<file path="src/rtl/equiv_sweep_ctrl_if.sv">
// Bundle of the start/status and function-block signals around the
// equivalence sweep controller. The master side is the controller itself.
interface equiv_sweep_ctrl_if #(
  parameter int N_IN  = 6,
  parameter int N_OUT = 3
);
  logic              start;
  logic              abort;
  logic              stop_on_fail;
  logic [N_IN-1:0]   vec_o;
  logic [N_OUT-1:0]  orig_i;
  logic [N_OUT-1:0]  simp_i;
  logic              busy;
  logic              done;
  logic              pass;
  logic [N_IN-1:0]   fail_vec;
  logic [N_OUT-1:0]  fail_mask;
  logic [N_IN:0]     mismatch_cnt;

  modport master (
    input  start, abort, stop_on_fail, orig_i, simp_i,
    output vec_o, busy, done, pass, fail_vec, fail_mask, mismatch_cnt
  );

  modport slave (
    output start, abort, stop_on_fail, orig_i, simp_i,
    input  vec_o, busy, done, pass, fail_vec, fail_mask, mismatch_cnt
  );
endinterface

</file>
<file path="src/rtl/equiv_sweep_ctrl.sv">
// Exhaustive equivalence sweep: steps vec_o through every input combination,
// lets the function block settle, then compares original vs simplified outputs.
// Records the first failing vector/pairs and the number of failing vectors.
module equiv_sweep_ctrl #(
  parameter int N_IN       = 6,
  parameter int N_OUT      = 3,
  parameter int SETTLE_CYC = 1
) (
  input  logic clk,
  input  logic rst_n,
  equiv_sweep_ctrl_if.master bus
);

  typedef enum logic [1:0] {
    IDLE    = 2'd0,
    SETTLE  = 2'd1,
    COMPARE = 2'd2,
    DONE    = 2'd3
  } state_t;

  localparam logic [3:0]      RELOAD    = 4'(SETTLE_CYC - 1);
  localparam logic [N_IN-1:0] VEC_ZERO  = {N_IN{1'b0}};
  localparam logic [N_IN-1:0] VEC_ONE   = {{(N_IN-1){1'b0}}, 1'b1};
  localparam logic [N_IN-1:0] VEC_LAST  = {N_IN{1'b1}};
  localparam logic [N_IN:0]   CNT_ZERO  = {(N_IN+1){1'b0}};
  localparam logic [N_IN:0]   CNT_ONE   = {{N_IN{1'b0}}, 1'b1};
  localparam logic [N_OUT-1:0] MASK_ZERO = {N_OUT{1'b0}};

  state_t           state_r, state_nxt_s;
  logic [3:0]       settle_r, settle_nxt_s;
  logic             sof_r, sof_nxt_s;
  logic [N_IN-1:0]  vec_r, vec_nxt_s;
  logic             busy_r, busy_nxt_s;
  logic             done_r, done_nxt_s;
  logic             pass_r, pass_nxt_s;
  logic [N_IN-1:0]  fvec_r, fvec_nxt_s;
  logic [N_OUT-1:0] fmask_r, fmask_nxt_s;
  logic [N_IN:0]    mcnt_r, mcnt_nxt_s;

  logic [N_OUT-1:0] diff_s;
  logic             mis_s;
  logic             end_s;

  assign diff_s = bus.orig_i ^ bus.simp_i;
  assign mis_s  = (diff_s != MASK_ZERO);
  // Sweep ends on the last vector, or on the first mismatch when stopping early.
  assign end_s  = (mis_s & sof_r) | (vec_r == VEC_LAST);

  // State register; reset drops any sweep in progress.
  always_ff @(posedge clk) begin
    if (!rst_n) begin
      state_r <= IDLE;
    end else begin
      state_r <= state_nxt_s;
    end
  end

  // Next-state decode; abort outranks the compare transition.
  always_comb begin
    state_nxt_s = state_r;
    case (state_r)
      IDLE, DONE: begin
        if (bus.start) state_nxt_s = SETTLE;
        else           state_nxt_s = state_r;
      end
      SETTLE: begin
        if (bus.abort)              state_nxt_s = IDLE;
        else if (settle_r == 4'd0)  state_nxt_s = COMPARE;
        else                        state_nxt_s = SETTLE;
      end
      COMPARE: begin
        if (bus.abort)  state_nxt_s = IDLE;
        else if (end_s) state_nxt_s = DONE;
        else            state_nxt_s = SETTLE;
      end
      default: state_nxt_s = IDLE;
    endcase
  end

  // Next values of the datapath and status outputs, all registered below.
  always_comb begin
    settle_nxt_s = settle_r;
    sof_nxt_s    = sof_r;
    vec_nxt_s    = vec_r;
    pass_nxt_s   = pass_r;
    fvec_nxt_s   = fvec_r;
    fmask_nxt_s  = fmask_r;
    mcnt_nxt_s   = mcnt_r;
    case (state_r)
      IDLE, DONE: begin
        if (bus.start) begin
          fvec_nxt_s   = VEC_ZERO;
          fmask_nxt_s  = MASK_ZERO;
          mcnt_nxt_s   = CNT_ZERO;
          pass_nxt_s   = 1'b0;
          vec_nxt_s    = VEC_ZERO;
          settle_nxt_s = RELOAD;
          sof_nxt_s    = bus.stop_on_fail;
        end else begin
          vec_nxt_s = vec_r;
        end
      end
      SETTLE: begin
        if (bus.abort) begin
          vec_nxt_s  = VEC_ZERO;
          pass_nxt_s = 1'b0;
        end else if (settle_r != 4'd0) begin
          settle_nxt_s = settle_r - 4'd1;
        end else begin
          settle_nxt_s = settle_r;
        end
      end
      COMPARE: begin
        if (bus.abort) begin
          vec_nxt_s  = VEC_ZERO;
          pass_nxt_s = 1'b0;
        end else begin
          if (mis_s) begin
            mcnt_nxt_s = mcnt_r + CNT_ONE;
            // Only the first failing vector is recorded.
            if (mcnt_r == CNT_ZERO) begin
              fvec_nxt_s  = vec_r;
              fmask_nxt_s = diff_s;
            end else begin
              fvec_nxt_s  = fvec_r;
            end
          end else begin
            mcnt_nxt_s = mcnt_r;
          end
          if (end_s) begin
            // vec_o stays on the last vector checked.
            pass_nxt_s = ~mis_s & (mcnt_r == CNT_ZERO);
          end else begin
            vec_nxt_s    = vec_r + VEC_ONE;
            settle_nxt_s = RELOAD;
          end
        end
      end
      default: begin
        vec_nxt_s = VEC_ZERO;
      end
    endcase
    busy_nxt_s = (state_nxt_s == SETTLE) || (state_nxt_s == COMPARE);
    done_nxt_s = (state_nxt_s == DONE);
  end

  // Datapath and output registers.
  always_ff @(posedge clk) begin
    if (!rst_n) begin
      settle_r <= 4'd0;
      sof_r    <= 1'b0;
      vec_r    <= VEC_ZERO;
      busy_r   <= 1'b0;
      done_r   <= 1'b0;
      pass_r   <= 1'b0;
      fvec_r   <= VEC_ZERO;
      fmask_r  <= MASK_ZERO;
      mcnt_r   <= CNT_ZERO;
    end else begin
      settle_r <= settle_nxt_s;
      sof_r    <= sof_nxt_s;
      vec_r    <= vec_nxt_s;
      busy_r   <= busy_nxt_s;
      done_r   <= done_nxt_s;
      pass_r   <= pass_nxt_s;
      fvec_r   <= fvec_nxt_s;
      fmask_r  <= fmask_nxt_s;
      mcnt_r   <= mcnt_nxt_s;
    end
  end

  assign bus.vec_o        = vec_r;
  assign bus.busy         = busy_r;
  assign bus.done         = done_r;
  assign bus.pass         = pass_r;
  assign bus.fail_vec     = fvec_r;
  assign bus.fail_mask    = fmask_r;
  assign bus.mismatch_cnt = mcnt_r;

endmodule

</file>
<file path="src/flat_wrapper.sv">
// flat-port wrapper written by rule: the top's interface ports become plain ports
module equiv_sweep_ctrl_flat 
#(
  parameter int N_IN       = 6,
  parameter int N_OUT      = 3,
  parameter int SETTLE_CYC = 1
)
  (clk, rst_n, bus_start, bus_abort, bus_stop_on_fail, bus_orig_i, bus_simp_i, bus_vec_o, bus_busy, bus_done, bus_pass, bus_fail_vec, bus_fail_mask, bus_mismatch_cnt);
  equiv_sweep_ctrl_if #(.N_IN(N_IN), .N_OUT(N_OUT)) bus_i ();
  input  logic clk;
  input  logic rst_n;
  input wire logic [$bits(bus_i.start)-1:0] bus_start;
  input wire logic [$bits(bus_i.abort)-1:0] bus_abort;
  input wire logic [$bits(bus_i.stop_on_fail)-1:0] bus_stop_on_fail;
  input wire logic [$bits(bus_i.orig_i)-1:0] bus_orig_i;
  input wire logic [$bits(bus_i.simp_i)-1:0] bus_simp_i;
  output wire logic [$bits(bus_i.vec_o)-1:0] bus_vec_o;
  output wire logic [$bits(bus_i.busy)-1:0] bus_busy;
  output wire logic [$bits(bus_i.done)-1:0] bus_done;
  output wire logic [$bits(bus_i.pass)-1:0] bus_pass;
  output wire logic [$bits(bus_i.fail_vec)-1:0] bus_fail_vec;
  output wire logic [$bits(bus_i.fail_mask)-1:0] bus_fail_mask;
  output wire logic [$bits(bus_i.mismatch_cnt)-1:0] bus_mismatch_cnt;
  assign bus_i.start = bus_start;
  assign bus_i.abort = bus_abort;
  assign bus_i.stop_on_fail = bus_stop_on_fail;
  assign bus_i.orig_i = bus_orig_i;
  assign bus_i.simp_i = bus_simp_i;
  assign bus_vec_o = bus_i.vec_o;
  assign bus_busy = bus_i.busy;
  assign bus_done = bus_i.done;
  assign bus_pass = bus_i.pass;
  assign bus_fail_vec = bus_i.fail_vec;
  assign bus_fail_mask = bus_i.fail_mask;
  assign bus_mismatch_cnt = bus_i.mismatch_cnt;
  equiv_sweep_ctrl #(.N_IN(N_IN), .N_OUT(N_OUT), .SETTLE_CYC(SETTLE_CYC)) u_core (.clk(clk), .rst_n(rst_n), .bus(bus_i));
endmodule
</file>
<file path="config.mk">
export PLATFORM = sky130hd
export DESIGN_NAME = equiv_sweep_ctrl_flat
export DESIGN_NICKNAME = d
export VERILOG_FILES = /design/src/rtl/equiv_sweep_ctrl_if.sv /design/src/rtl/equiv_sweep_ctrl.sv /design/src/flat_wrapper.sv
export SDC_FILE = /design/constraint.sdc
export NUM_CORES = 1
export LEC_CHECK = 0
export ABC_AREA = 0
export CAP_MARGIN = 20
export CORE_UTILIZATION = 40
export CTS_CLUSTER_SIZE = 8
export DETAILED_ROUTE_END_ITERATION = 8
export PLACE_DENSITY = 0.65
export SKIP_LAST_GASP = 1
export SLEW_MARGIN = 20
export SYNTH_ARGS = -nofsm -noshare
export SYNTH_HDL_FRONTEND = slang
export SYNTH_SLANG_ARGS = --single-unit
</file>
<file path="constraint.sdc">
create_clock -name clk -period 2.4 [get_ports clk]
set_input_delay 0.48 -clock clk [delete_from_list [all_inputs] [get_ports clk]]
set_output_delay 0.48 -clock clk [all_outputs]
set_load 0.01 [all_outputs]
</file>
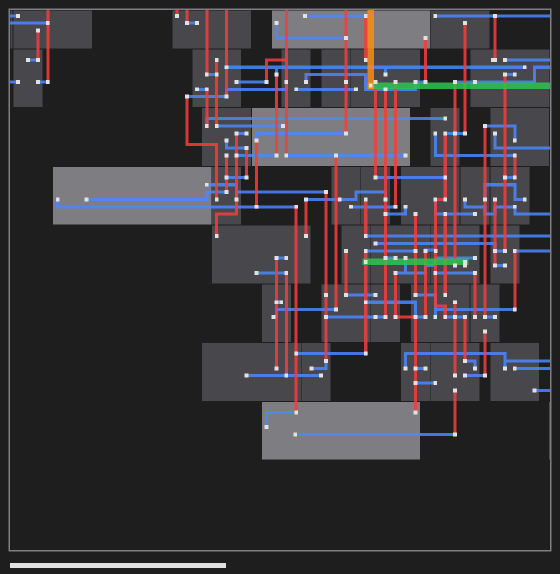
run_1/detail.png
The bar under the picture is 10 µm long. Window x 4 to 29, y 4 to 29 µm. Cells in grey, sequential cells in the stronger grey; small squares are vias.
| layer | colour |
|---|---|
| metal 4 | orange |
| metal 1 | blue |
| metal 2 | red |
| metal 3 | green |
cells with their middle in the window: 37
sequential cells in the window: 4
netlist names of flops here include: `u_core.settle_r` (4)
most frequent: nand2_1 (9), dfxtp_1 (4)

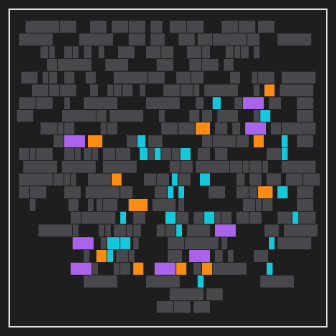
run_1/logic_types.png
| family | colour | cells | most used |
|---|---|---|---|
| fa/ha/maj cells | purple | 8 | ha_1 |
| and/or cells | orange | 11 | and2_1 |
| nor cells | cyan | 24 | nor2_1 |

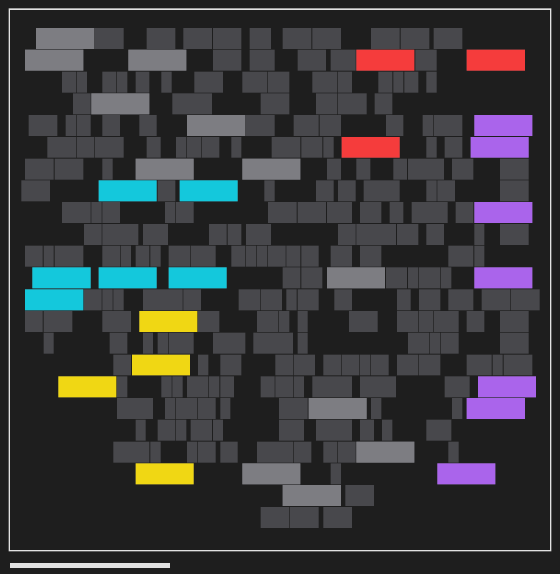
run_1/flops_by_reg.png
The bar under the picture is 20 µm long. Other sequential cells in the stronger grey, the rest of the logic in the fainter grey.
| name in the netlist | colour | flops |
|---|---|---|
| `u_core.bus.fail_mask` | red | 3 |
| `u_core.bus.mismatch_cnt` | purple | 7 |
| `u_core.bus.vec_o` | cyan | 6 |
| `u_core.settle_r` | yellow | 4 |
not coloured: 12
register area: 641 µm²
Finished Core Util: 56.5%
sequential cell area share: 28.0%
Flop+latch power: 601 µW

==> run notes, run 1 <==
• finished clean — result of the run
• yes — CTS tree
• 18.9% — total global routing track utilization
• register — startpoint class of the critical path
• 2 — number of buffers on the longest clock path
• 0 — count of endpoints failing setup in the final report
• -0.0400 ns — placement-stage worst setup slack
• 0.56 ns — delay contributed by the slowest stage of the critical path
• 0.203 ns — final worst-path setup slack
• 28.8% — simple-gate area share of the yosys netlist
• 35 — number of port buffers
• 29 — number of warnings in the stage logs
• 20.5% — non-clock buffer contribution to total cell area
• 51 — non-clock buffer instance count of the final layout
• 6 — number of cells on the critical path
• 2.20 ns — final worst path period need
• 1130 µW — internal power component
• sky130_fd_sc_hd__clkbuf_8 — buffer type at the clock tree root
• 32 — FF+latch count
• 0 — buffers inserted by post-CTS timing repair
• reg -> reg — start-to-end type of the worst setup path
• 1860 µW — total chip power
• 810 nW/µm² — total power density per cell area
• combinational logic — group drawing the most power
• 0.453 mV — peak supply drop
• 2210 µm² — post-detailed-placement cell area
• 228 — Post-Synthesis Net Count
• 15.4% — and-or/or-and share of the synthesized area
• sky130_fd_sc_hd__nor2b_1 — CP max-delay cell
• 3900 µm — final wirelength
• 46.7% — share of total power in combinational logic
• 32 x sky130_fd_sc_hd__dfxtp_1, 32 x sky130_fd_sc_hd__nand2_1, 16 x sky130_fd_sc_hd__nand4_1 — list of most frequent post-synthesis cells
• 37.3% — Top-area cell share
• u_core.bus.fail_vec[4] — FF-to-FF End
• u_core.bus.fail_vec[1] — Worst Hold Endpoint
• 0 — antenna violations before repair
• 209 — number of standard cells after synthesis
• 0 ns — total negative slack
• 308 — Layout Cells excl Fill
• 67.5 µm — height of the chip
• inv_1 -> ha_1 -> nor2b_1 -> o22ai_2 -> nand4_1 -> o21ai_0 — cell breakdown of the critical path
• 1720 µm² — area of the synthesized netlist per yosys stat
• 0.784 — global placer's final weighted congestion
• 0 — antenna diode count
• 209 — number of cells in Yosys stat
• 0 — Final Hold Vio Count
• 2.33 ns — arrival time reported for the critical path endpoint
-- run 1: routing by layer --
metal  track usage (%)  share of wire (%)  vias to the layer above
li1                  -                  -                      835
met1              24.6                 49                      727
met2              28.3                 46                       29
met3              5.07                3.8                        8
met4              9.57                1.9                        0
met5                 0                  0                        -
-- run 1: state kept, by name, summed over array words and instances (netlist names) --
signal,cells
u_core.state_r,2
u_core.sof_r,1
u_core.bus.done,1
u_core.bus.mismatch_cnt,7
u_core.bus.fail_mask,3
u_core.bus.vec_o,6
u_core.bus.busy,1
u_core.bus.fail_vec,6
u_core.settle_r,4
u_core.bus.pass,1
-- run 1: tightest hold or removal path, stage by stage, from the launching register on --
cell and delay, ns:
sky130_fd_sc_hd__dfxtp_1 0.31, sky130_fd_sc_hd__nand2_1 0.05, sky130_fd_sc_hd__o21ai_0 0.06
run_1/io_fan.png
The bar under the picture is 20 µm long.
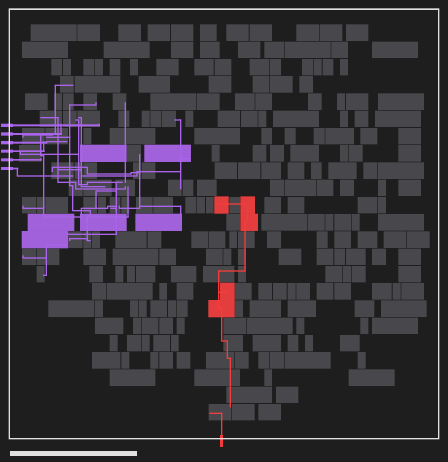

==> run 1 -> run 2 <==
--- a/config.mk
+++ b/config.mk
@@ -6,11 +6,11 @@
 export NUM_CORES = 1
 export LEC_CHECK = 0
 export ABC_AREA = 0
-export CAP_MARGIN = 20
 export CORE_UTILIZATION = 40
-export CTS_CLUSTER_SIZE = 8
+export CTS_CLUSTER_SIZE = 20
 export DETAILED_ROUTE_END_ITERATION = 8
-export PLACE_DENSITY = 0.65
+export DONT_BUFFER_PORTS = 1
+export PLACE_DENSITY = 0.54
 export SKIP_LAST_GASP = 1
 export SLEW_MARGIN = 20
 export SYNTH_ARGS = -nofsm -noshare
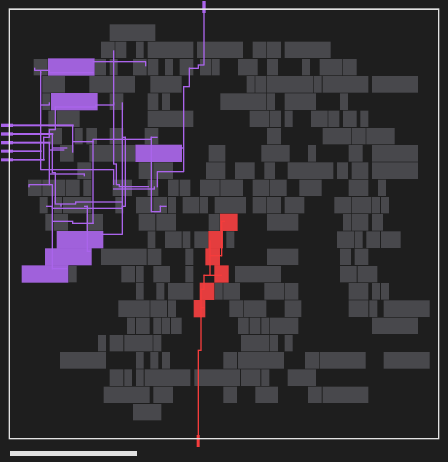
run_2/io_fan.png
The bar under the picture is 20 µm long.
| port | colour | bits | direction | edge | end cells | buffers | wire |
|---|---|---|---|---|---|---|---|
| `bus_abort` | red | 1 | input | bottom | 6 | 0 | 42.6 µm |
| `bus_vec_o` | purple | 6 | output | 5 left, 1 top | 6 | 1 | 339 µm |

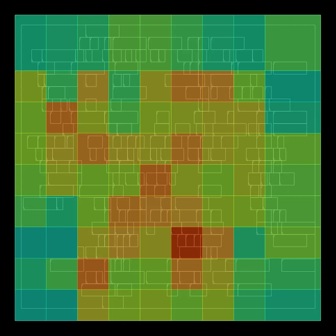
run_2/congestion.png
met3 global-route usage: 6.42%
met1 Resource Use GR: 20.2%
drt wl/cell: 14.9 µm

==> run notes, run 2 <==
• met4 — Highest Signal Layer
• 228 — Post-Synthesis Net Count
• 3920 µm — final wirelength
• 2.14 ns — final worst path period need
• u_core.bus.fail_mask[2] — FF-to-FF End
• 0.51 ns — delay contributed by the slowest stage of the critical path
• 0 — antenna violations before repair
• 0.356 mV — peak supply drop
• 32 — FF+latch count
• sky130_fd_sc_hd__clkbuf_8 — buffer type at the clock tree root
• 0 — count of endpoints failing setup in the final report
• u_core.bus.mismatch_cnt[0] — Worst Hold Endpoint
• 2.28 ns — arrival time reported for the critical path endpoint
• 18.4% — total global routing track utilization
• 1080 µW — internal power component
• 613 µW — Flop+latch power
• 0.774 — global placer's final weighted congestion
• 0.261 ns — final worst-path setup slack
• finished clean — result of the run
• 1800 µW — total chip power
run 2: kinds of logic after synthesis:
group                    after synthesis  synth area share (%)
AND/OR/NAND/NOR                       96                  28.8
XOR/XNOR                              10                  5.11
flip-flops                            32                  37.3
multiplexers                           6                  3.50
buffers and inverters                 18                  4.01
adder cells (fa/ha/maj)                8                  5.84
AND-OR/OR-AND                         39                  15.4
run 2: worst max-delay path by stage:
stage,from,endpoint,slack (ns)
final,u_core.state_r[0],u_core.bus.fail_mask[2],0.26
after floorplan,bus_simp_i[1],u_core.bus.busy,0.40
after global routing,u_core.state_r[0],u_core.bus.fail_mask[1],0.01
after detailed placement,u_core.state_r[0],u_core.bus.fail_mask[2],0.23
after CTS,u_core.state_r[0],u_core.bus.vec_o[2],0.21
after global placement,bus_simp_i[1],u_core.bus.busy,0.28
run_2/detail.png
The bar under the picture is 10 µm long. Window x 4 to 29, y 4 to 29 µm. Cells in grey, sequential cells in the stronger grey; small squares are vias.
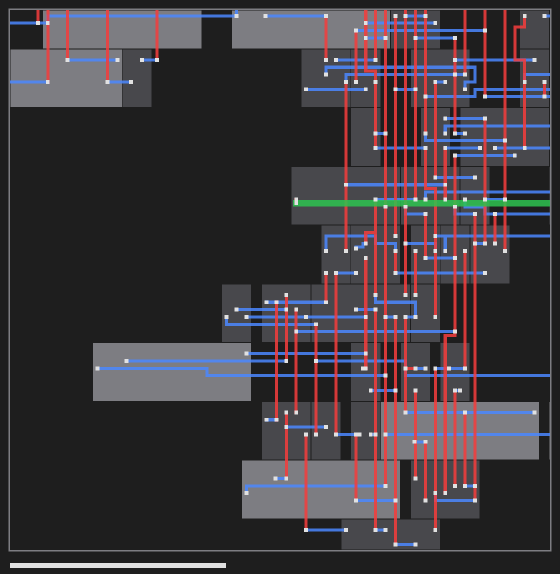

==> run 2 -> run 3 <==
--- a/config.mk
+++ b/config.mk
@@ -6,10 +6,12 @@
 export NUM_CORES = 1
 export LEC_CHECK = 0
 export ABC_AREA = 0
+export CORE_ASPECT_RATIO = 1.2
 export CORE_UTILIZATION = 40
 export CTS_CLUSTER_SIZE = 20
 export DETAILED_ROUTE_END_ITERATION = 8
 export DONT_BUFFER_PORTS = 1
+export GPL_ROUTABILITY_DRIVEN = 0
 export PLACE_DENSITY = 0.54
 export SKIP_LAST_GASP = 1
 export SLEW_MARGIN = 20
==> constraint.sdc (replaced) <==
create_clock -name clk -period 2 [get_ports clk]
set_input_delay 0.4 -clock clk [delete_from_list [all_inputs] [get_ports clk]]
set_output_delay 0.4 -clock clk [all_outputs]
set_load 0.01 [all_outputs]
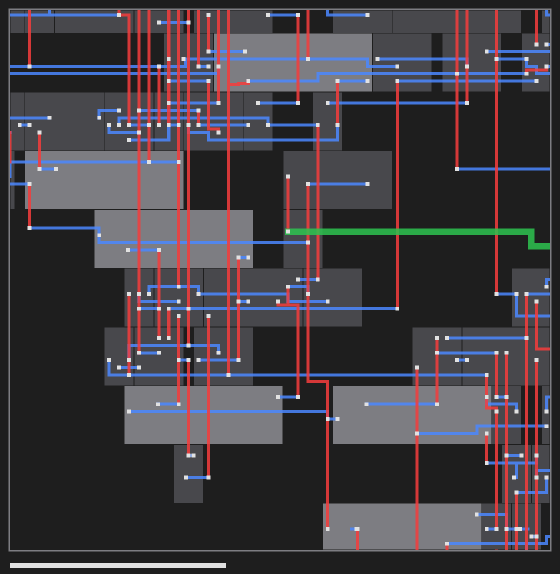
run_3/detail.png
The bar under the picture is 10 µm long. Window x 3 to 28, y 6 to 31 µm. Cells in grey, sequential cells in the stronger grey; small squares are vias.

==> run notes, run 3 <==
• 48.2% — share of total power in combinational logic
• u_core.bus.busy — worst setup path endpoint
• 2.08 ns — arrival time reported for the critical path endpoint
• 0 — antenna violations before repair
• sky130_fd_sc_hd__clkbuf_8 — buffer type at the clock tree root
• 7 — max FFs per register
• 0.37 ns — delay contributed by the slowest stage of the critical path
• 37.3% — Top-area cell share
• 0.102 ns — final worst-path setup slack
• 0 — number of port buffers
• 641 µm² — register area
• 1890 µm² — post-detailed-placement cell area
• 4000 µm — final wirelength
• reg -> reg — start-to-end type of the worst setup path
• 1490 µW — internal power component
• met4 — Highest Signal Layer
• 1.90 ns — final worst path period need
• combinational logic — group drawing the most power
• 19.6% — total global routing track utilization
• 1200 nW/µm² — total power density per cell area
• 50.1% — Finished Core Util
• 2420 µW — total chip power
• 73.7 µm — height of the chip
• inv_1 -> ha_1 -> buf_4 -> nand2b_1 -> nor2_1 -> o31a_1 -> ha_1 -> and2_1 — cell breakdown of the critical path
• 2050 µm — metal2 WL
• 31.7% — sequential cell area share
• u_core.state_r[0] — critical path launch point
• yes — CTS tree
• 20 — non-clock buffer instance count of the final layout
• u_core.state_r[0] — Worst Hold Endpoint
• 0 ns — total negative slack
• 0.0319 ns — placement-stage worst setup slack
• 738 µW — Flop+latch power
• 1720 µm² — area of the synthesized netlist per yosys stat
• 32 x sky130_fd_sc_hd__dfxtp_1, 32 x sky130_fd_sc_hd__nand2_1, 16 x sky130_fd_sc_hd__nand4_1 — list of most frequent post-synthesis cells
• 33.7% — fraction of met2 tracks used by global routing
• 1660 µm — WL met1
• finished clean — result of the run
• 209 — number of cells in Yosys stat
• register — startpoint class of the critical path
• 32 — FF+latch count
• u_core.bus.busy — FF-to-FF End
• 21.3% — met1 Resource Use GR
• 8.04% — non-clock buffer contribution to total cell area
• 8 — number of cells on the critical path
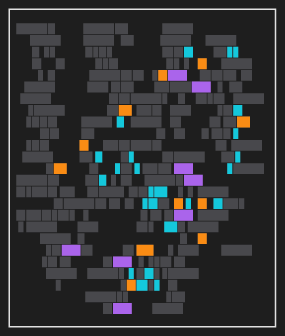
run_3/logic_types.png
Layout Cells excl Fill: 282
share of the final layout cell area in multi-input gates: 50.7%

## run 3: kinds of logic (layout without fill, tap and decap cells)
family / count (synthesis) / after routing / synth area share [%]
AND-OR/OR-AND: 39 / 39 / 15.4
XOR/XNOR: 10 / 10 / 5.11
adder cells (fa/ha/maj): 8 / 8 / 5.84
buffers and inverters: 18 / 37 / 4.01
flip-flops: 32 / 32 / 37.3
multiplexers: 6 / 6 / 3.50
AND/OR/NAND/NOR: 96 / 96 / 28.8
## run 3: repair_timing
action	CTS	global route
buffers inserted	0	1
pin swaps	0	1
resized	1	3
endpoints found under the setup margin	1	18
No activity file was given, so power comes from the tool's default toggle rates.
